==> config.mk <==
export PLATFORM = sky130hd
export DESIGN_NAME = fp_product_normalizer
export DESIGN_NICKNAME = d
export VERILOG_FILES = /design/src/rtl/fp_pkg.sv /design/src/rtl/fp_round_rne.sv /design/src/rtl/fp_product_normalizer.sv
export SDC_FILE = /design/constraint.sdc
export NUM_CORES = 1
export LEC_CHECK = 0
export ABC_CLOCK_PERIOD_IN_PS = 4900
export CORE_ASPECT_RATIO = 0.6
export CORE_MARGIN = 4
export CORE_UTILIZATION = 53
export DETAILED_ROUTE_END_ITERATION = 8
export PLACE_DENSITY = 0.85
export SYNTH_ARGS = -nofsm -noshare
export SYNTH_HDL_FRONTEND = slang
export SYNTH_HIERARCHICAL = 1
export SYNTH_SLANG_ARGS = --single-unit
==> constraint.sdc <==
create_clock -name clk -period 4.9 [get_ports clk]
set_clock_uncertainty 0.05 [all_clocks]
set_input_delay 0.98 -clock clk [delete_from_list [all_inputs] [get_ports clk]]
set_output_delay 0.98 -clock clk [all_outputs]
set_load 0.01 [all_outputs]
==> src/rtl/fp_pkg.sv <==
// rtl/fp_pkg.sv - shared floating-point field widths, bias and packing helpers
package fp_pkg;

  localparam int DEF_NB_SIGN = 1;
  localparam int DEF_NB_EXPO = 4;
  localparam int DEF_NB_MANT = 8;
  localparam int DEF_BIAS    = (2**DEF_NB_EXPO - 1) >> 1;
  localparam int DEF_NB_WORD = DEF_NB_SIGN + DEF_NB_EXPO + DEF_NB_MANT;

  typedef struct packed {
    logic [DEF_NB_SIGN-1:0] sign;
    logic [DEF_NB_EXPO-1:0] expo;
    logic [DEF_NB_MANT-1:0] mant;
  } fpWord_t;

  function automatic fpWord_t packFp(logic [DEF_NB_SIGN-1:0] sign,
                                     logic [DEF_NB_EXPO-1:0] expo,
                                     logic [DEF_NB_MANT-1:0] mant);
    fpWord_t w;
    w.sign = sign;
    w.expo = expo;
    w.mant = mant;
    return w;
  endfunction

  function automatic fpWord_t unpackFp(logic [DEF_NB_WORD-1:0] raw);
    return fpWord_t'(raw);
  endfunction

endpackage

==> src/rtl/fp_round_rne.sv <==
// rtl/fp_round_rne.sv - round-to-nearest-even on a truncated fraction
module fp_round_rne import fp_pkg::*; #(
  parameter int NB_MANT = DEF_NB_MANT
) (
  input  logic [NB_MANT-1:0] frac,
  input  logic               guard,
  input  logic               sticky,
  output logic [NB_MANT-1:0] fracRnd,
  output logic               carry
);

  logic roundUp;

  // Ties (guard set, nothing below it) round only when that makes the lsb even.
  assign roundUp          = guard & (sticky | frac[0]);
  assign {carry, fracRnd} = {1'b0, frac} + {{NB_MANT{1'b0}}, roundUp};

endmodule

==> src/rtl/fp_product_normalizer.sv <==
// rtl/fp_product_normalizer.sv - 2-stage normalize/round/saturate stage for the fp multiplier
module fp_product_normalizer import fp_pkg::*; #(
  parameter int NB_SIGN = DEF_NB_SIGN,
  parameter int NB_EXPO = DEF_NB_EXPO,
  parameter int NB_MANT = DEF_NB_MANT
) (
  input  logic                              clk,
  input  logic                              i_rst,
  input  logic                              i_valid,
  output logic                              o_ready,
  input  logic [NB_SIGN-1:0]                i_sign,
  input  logic                              i_zero,
  input  logic [NB_EXPO:0]                  i_exp_sum,
  input  logic [2*(NB_MANT+1)-1:0]          i_mant_prod,
  output logic                              o_valid,
  input  logic                              i_ready,
  output logic [NB_SIGN+NB_EXPO+NB_MANT-1:0] o_data,
  output logic                              o_ovf,
  output logic                              o_unf
);

  localparam int NB_E = NB_EXPO + 2;
  localparam int BIAS = (2**NB_EXPO - 1) >> 1;
  localparam logic [NB_E-1:0] MAX_E = NB_E'(2**NB_EXPO - 1);

  logic s1En, s2En;

  logic               s1Valid;
  logic [NB_SIGN-1:0] s1Sign;
  logic               s1Zero;
  logic [NB_E-1:0]    s1Exp;
  logic [NB_MANT-1:0] s1Frac;
  logic               s1Guard;
  logic               s1Sticky;

  logic               norm;
  logic [NB_MANT-1:0] fracN;
  logic               guardN;
  logic               stickyN;
  logic [NB_E-1:0]    expN;

  logic [NB_MANT-1:0] fracRnd;
  logic               carry;
  logic [NB_E-1:0]    expRnd;
  logic               unfN;
  logic               ovfN;
  logic [NB_SIGN+NB_EXPO+NB_MANT-1:0] dataN;
  logic               ovfOut;
  logic               unfOut;

  assign s2En    = !o_valid || i_ready;
  assign s1En    = !s1Valid || s2En;
  assign o_ready = s1En;

  // Product lies in [1,4); a set MSB means the leading one sits one place higher.
  always_comb begin
    norm    = i_mant_prod[2*NB_MANT+1];
    fracN   = i_mant_prod[2*NB_MANT-1 -: NB_MANT];
    guardN  = i_mant_prod[NB_MANT-1];
    stickyN = |i_mant_prod[NB_MANT-2:0];
    if (norm) begin
      fracN   = i_mant_prod[2*NB_MANT -: NB_MANT];
      guardN  = i_mant_prod[NB_MANT];
      stickyN = |i_mant_prod[NB_MANT-1:0];
    end
    expN = {1'b0, i_exp_sum} - NB_E'(BIAS) + {{(NB_E-1){1'b0}}, norm};
  end

  fp_round_rne #(.NB_MANT(NB_MANT)) uRound (
    .frac    (s1Frac),
    .guard   (s1Guard),
    .sticky  (s1Sticky),
    .fracRnd (fracRnd),
    .carry   (carry)
  );

  // Limits are judged on the exponent after the rounding carry has been folded in.
  always_comb begin
    expRnd = s1Exp + {{(NB_E-1){1'b0}}, carry};
    unfN   = expRnd[NB_E-1] || (expRnd == '0);
    ovfN   = !expRnd[NB_E-1] && (expRnd > MAX_E);
    dataN  = {s1Sign, expRnd[NB_EXPO-1:0], fracRnd};
    ovfOut = 1'b0;
    unfOut = 1'b0;
    if (s1Zero) begin
      dataN = {s1Sign, {NB_EXPO{1'b0}}, {NB_MANT{1'b0}}};
    end else if (unfN) begin
      dataN  = {s1Sign, {NB_EXPO{1'b0}}, {NB_MANT{1'b0}}};
      unfOut = 1'b1;
    end else if (ovfN) begin
      dataN  = {s1Sign, {NB_EXPO{1'b1}}, {NB_MANT{1'b1}}};
      ovfOut = 1'b1;
    end
  end

  always_ff @(posedge clk or posedge i_rst) begin
    if (i_rst) begin
      s1Valid  <= 1'b0;
      s1Sign   <= '0;
      s1Zero   <= 1'b0;
      s1Exp    <= '0;
      s1Frac   <= '0;
      s1Guard  <= 1'b0;
      s1Sticky <= 1'b0;
      o_valid  <= 1'b0;
      o_data   <= '0;
      o_ovf    <= 1'b0;
      o_unf    <= 1'b0;
    end else begin
      if (s1En) begin
        s1Valid <= i_valid;
        if (i_valid) begin
          s1Sign   <= i_sign;
          s1Zero   <= i_zero;
          s1Exp    <= expN;
          s1Frac   <= fracN;
          s1Guard  <= guardN;
          s1Sticky <= stickyN;
        end
      end
      if (s2En) begin
        o_valid <= s1Valid;
        if (s1Valid) begin
          o_data <= dataN;
          o_ovf  <= ovfOut;
          o_unf  <= unfOut;
        end
      end
    end
  end

endmodule

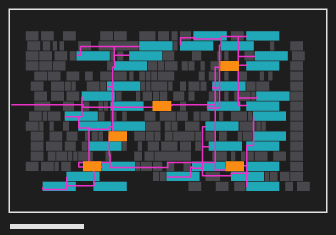
Figure 1: clock distribution.
Bar = 20 um.
[cells driving clock nets] orange | count: 5
[flip-flops] cyan | count: 35
[clock wires] magenta | length: 395 um
routed clock nets: 6
Clk. pwr: 243 uW
Latency at later pin: 0.28 ns
proportion of power drawn by the clock network: 26.9%

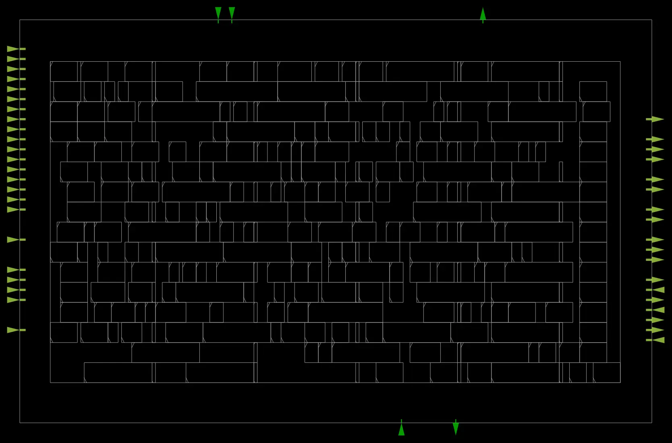
Figure 2: placement view.
Layout Utilization: 73.5%
Seq area share: 35.4%

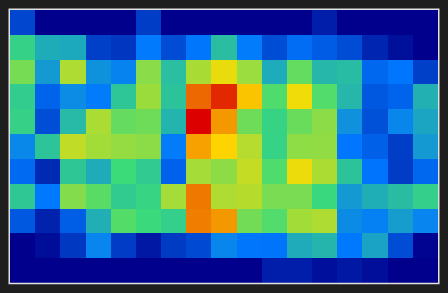
Figure 3: routed metal per tile.
The die is cut into 17 by 11 equal tiles; dark blue is low, red is high, scaled to the fullest tile. Values are wire area over tile area, all layers added.
fullest tile: 0.42
mean over tiles: 0.14
densest ninth of the die: centre
tiles over half the peak: 28%
via count of the routed design: 1547
DR WL/cell: 14.7 um
global router's overall resource usage: 19.4%

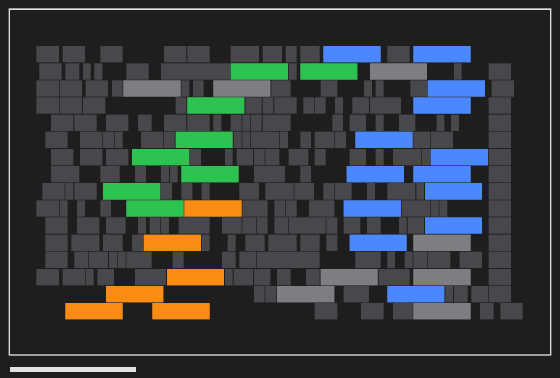
Figure 4: sequential cells coloured by netlist name.
Bar = 20 um.
[`s1Frac`] green | placed flops: 8
[`s1Exp`] orange | placed flops: 6
[`o_data`] blue | placed flops: 13
not coloured: 8
FF+latch area: 876 sq um
sequential power: 393 uW

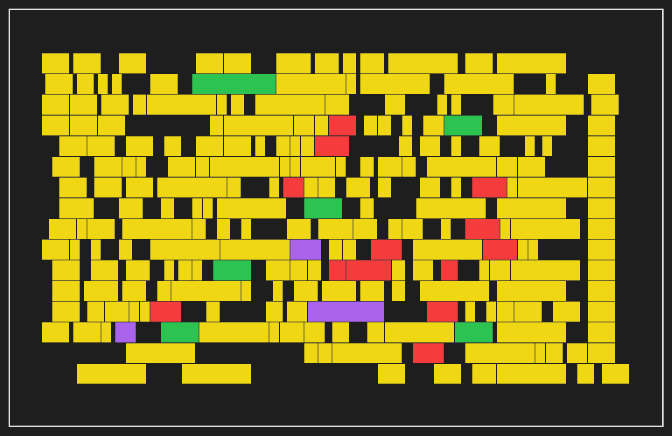
Figure 5: drive-strength map.
[drive 6 and up] green | cells: 6 | share: 2.6%
[drive 3 to 4] purple | cells: 3 | share: 1.3%
[drive 1 or less] yellow | cells: 211 | share: 91%
[drive 2] red | cells: 13 | share: 5.6%
Layout area overhead: 28.7%
post-route cell area: 2470 sq um

==> metrics.yaml <==
outcome: "finished clean"
power_density_nw_per_um2: 366
worst_slew_pin_slew_ns: 1.04
maxCapViolCount: 0
dp_hpwl_um: 3110
total_power_uw: 904
grt_max_degree: 36
nets: 268
synth_warnings: 6
synthFlopType: "dfrtp_1"
path_cells: "o21a_1 > ha_1 > ha_1 > and4_2 > ha_1 > ha_1 > or2_2 > o311ai_2 > o31ai_1"
period_minus_slack_ns: 3.40
drtIter0Drc: 75
fp_util_pct: 57.1
totalWireLength_um: 4090
drt-vias-per-instance: 5.56
drv_slew: 0
finalSetupTns_ns: 0
clockBufferDepth: 2
crit_path_end_kind: "flop"
synthAdderAreaFrac_pct: 3.91
overflow: 0
cts.sinks: 35
synthCells: 190
busiest_layer: "met2"
rsz0062_at_grt: "no"
cts_resized: 0
synth_area_sq_um: 1920
cts_setup_buffers: 0
cp_common_cell: "ha_1"
critPathMaxFanout: 14
ys_sh_simple_pct: 19.2
grtUsageMet1_pct: 26.0
synthTopLogicFamily: "simple AND/OR/NAND/NOR gates"
remaining_drc_errors: 0
synth_cell_type_count: 42
cts_made_buffers: 5
ys_cells: 190
critPathTopFamily: "AND-OR/OR-AND gates"
die_y_um: 54.6
crit_path_start_kind: "flop"
htree_levels: 2
grt_pass1_vias: 1472
critPathKind: "reg2reg"
hold_buffers: 0
grt_pass1_wl_um: 6830
max_stage_delay_ns: 0.90
syn_avg_cell_area_sq_um: 10.1
ys_area_sq_um: 1920
slew_headroom_pct: 30.7
yosys-top-cells-count: "dfrtp_1, nand2_1, nor3_1, o21ai_0, o31ai_1"
root_buffer: "clkbuf_8"
final_cell_mix: "clkdlybuf4s50_1, dfrtp_1, nand2_1, nor3_1, o21ai_0"
aoi_share_pct: 14.4
worst_hold_path_type: "reg2reg"
drive_gt1_share_pct: 9.44
max_freq_ghz: 0.294
die_w_um: 85.7
area_leaders: "dfrtp_1, nand2_1, mux2i_1"
log.warning_count: 26
xor_share_pct: 5.48
peakVddDrop_v: 0.000204
layout_top_cell: "clkdlybuf4s50_1"
setup_violations: 0
num_io_pins: 46
path_clk_slew_ns: 0.07
cts_tree: "yes"
gp_congestion: 0.760
largest_area_cell: "dfrtp_1"
final_antenna_net_count: 0
die_area_sq_um: 4680
arrival_ns: 3.48
use_met3_pct: 7.37
ys.flops: 35
cp_data_required_time_ns: 4.98
edf_count: 0
core_area_sq_um: 3360
hold_viol_final: 0
mux_share_pct: 7.04
num_rows: 16
grt_util_met2_pct: 30.2
most_common_cell: "dfrtp_1"
fp_nets: 225
period_used_pct: 69.4
ys_seq_share_pct: 45.6
p_leak_nw: 1.06
numPortBuffers: 45
synth_async_sr_flop_share_pct: 100
slowest_stage: "o311ai_2"
yosys.area.top_type_share_pct: 45.6
critical_path_buf_inv_count: 0
antenna_found_initial: 0
antenna_cells: 0
dr.pass1.iters: 4
==> through the flow <==
step           hold slack, ns  cells  util (%)  setup slack (ns)  area, sq um
2_1_floorplan           0.400    190         -              2.10         1920
3_3_place_gp            0.413    271      70.4              1.67         2370
3_5_place_dp            0.422    271      70.4              1.50         2370
4_1_cts                 0.437    278      73.5              1.50         2470
5_1_grt                 0.463    278      73.5              1.25         2470
6_report                0.435    278      73.5              1.50         2470
==> final timing paths <==
check	start	end	slack (ns)	depth (start not counted)
setup / recovery	s1Frac[0]	o_data[6]	1.50	9
hold / removal	o_data[10]	o_data[10]	0.44	2
setup reg to reg	s1Frac[0]	o_data[6]	1.50	9
hold reg to reg	o_data[10]	o_data[10]	0.44	2
max in group asynchronous	i_rst	o_data[11]	3.47	3
min in group asynchronous	i_rst	s1Exp[5]	1.03	3
==> where the power goes <==
group / switching [mW] / internal (mW)
Clock: 0.0945 / 0.149
Combinational: 0.125 / 0.143
Sequential: 0.0485 / 0.345
Total: 0.268 / 0.636
==> sequential cells by signal (all words and copies together) (netlist names) <==
signal    cells
o_unf         1
s1Sign        1
s1Sticky      1
s1Exp         6
s1Frac        8
s1Valid       1
s1Guard       1
s1Zero        1
o_ovf         1
o_data       13
o_valid       1
==> tightest hold or removal path: cells and delay by family, from the launching register on <==
family             cells  cell delay, ns
AOI/OAI and AO/OA      1            0.05
DFF                    1            0.35
and+or+nand+nor        1            0.05
==> layout make-up <==
type	count	area (sq um)
Tap cell	45	56.3
Clock inverter	1	30.0
Multi-Input combinational cell	140	960
Sequential cell	35	876
Inverter	5	18.8
Clock buffer	6	72.6
Timing Repair Buffer	46	458
Fill cell	262	892
==> layer usage <==
metal / wire length, um / share of wire, %
met1: 1950 / 48
met5: 0 / 0
met3: 395 / 9.7
met4: 27 / 0.66
met2: 1710 / 42
Power and IR drop assume default switching activity.
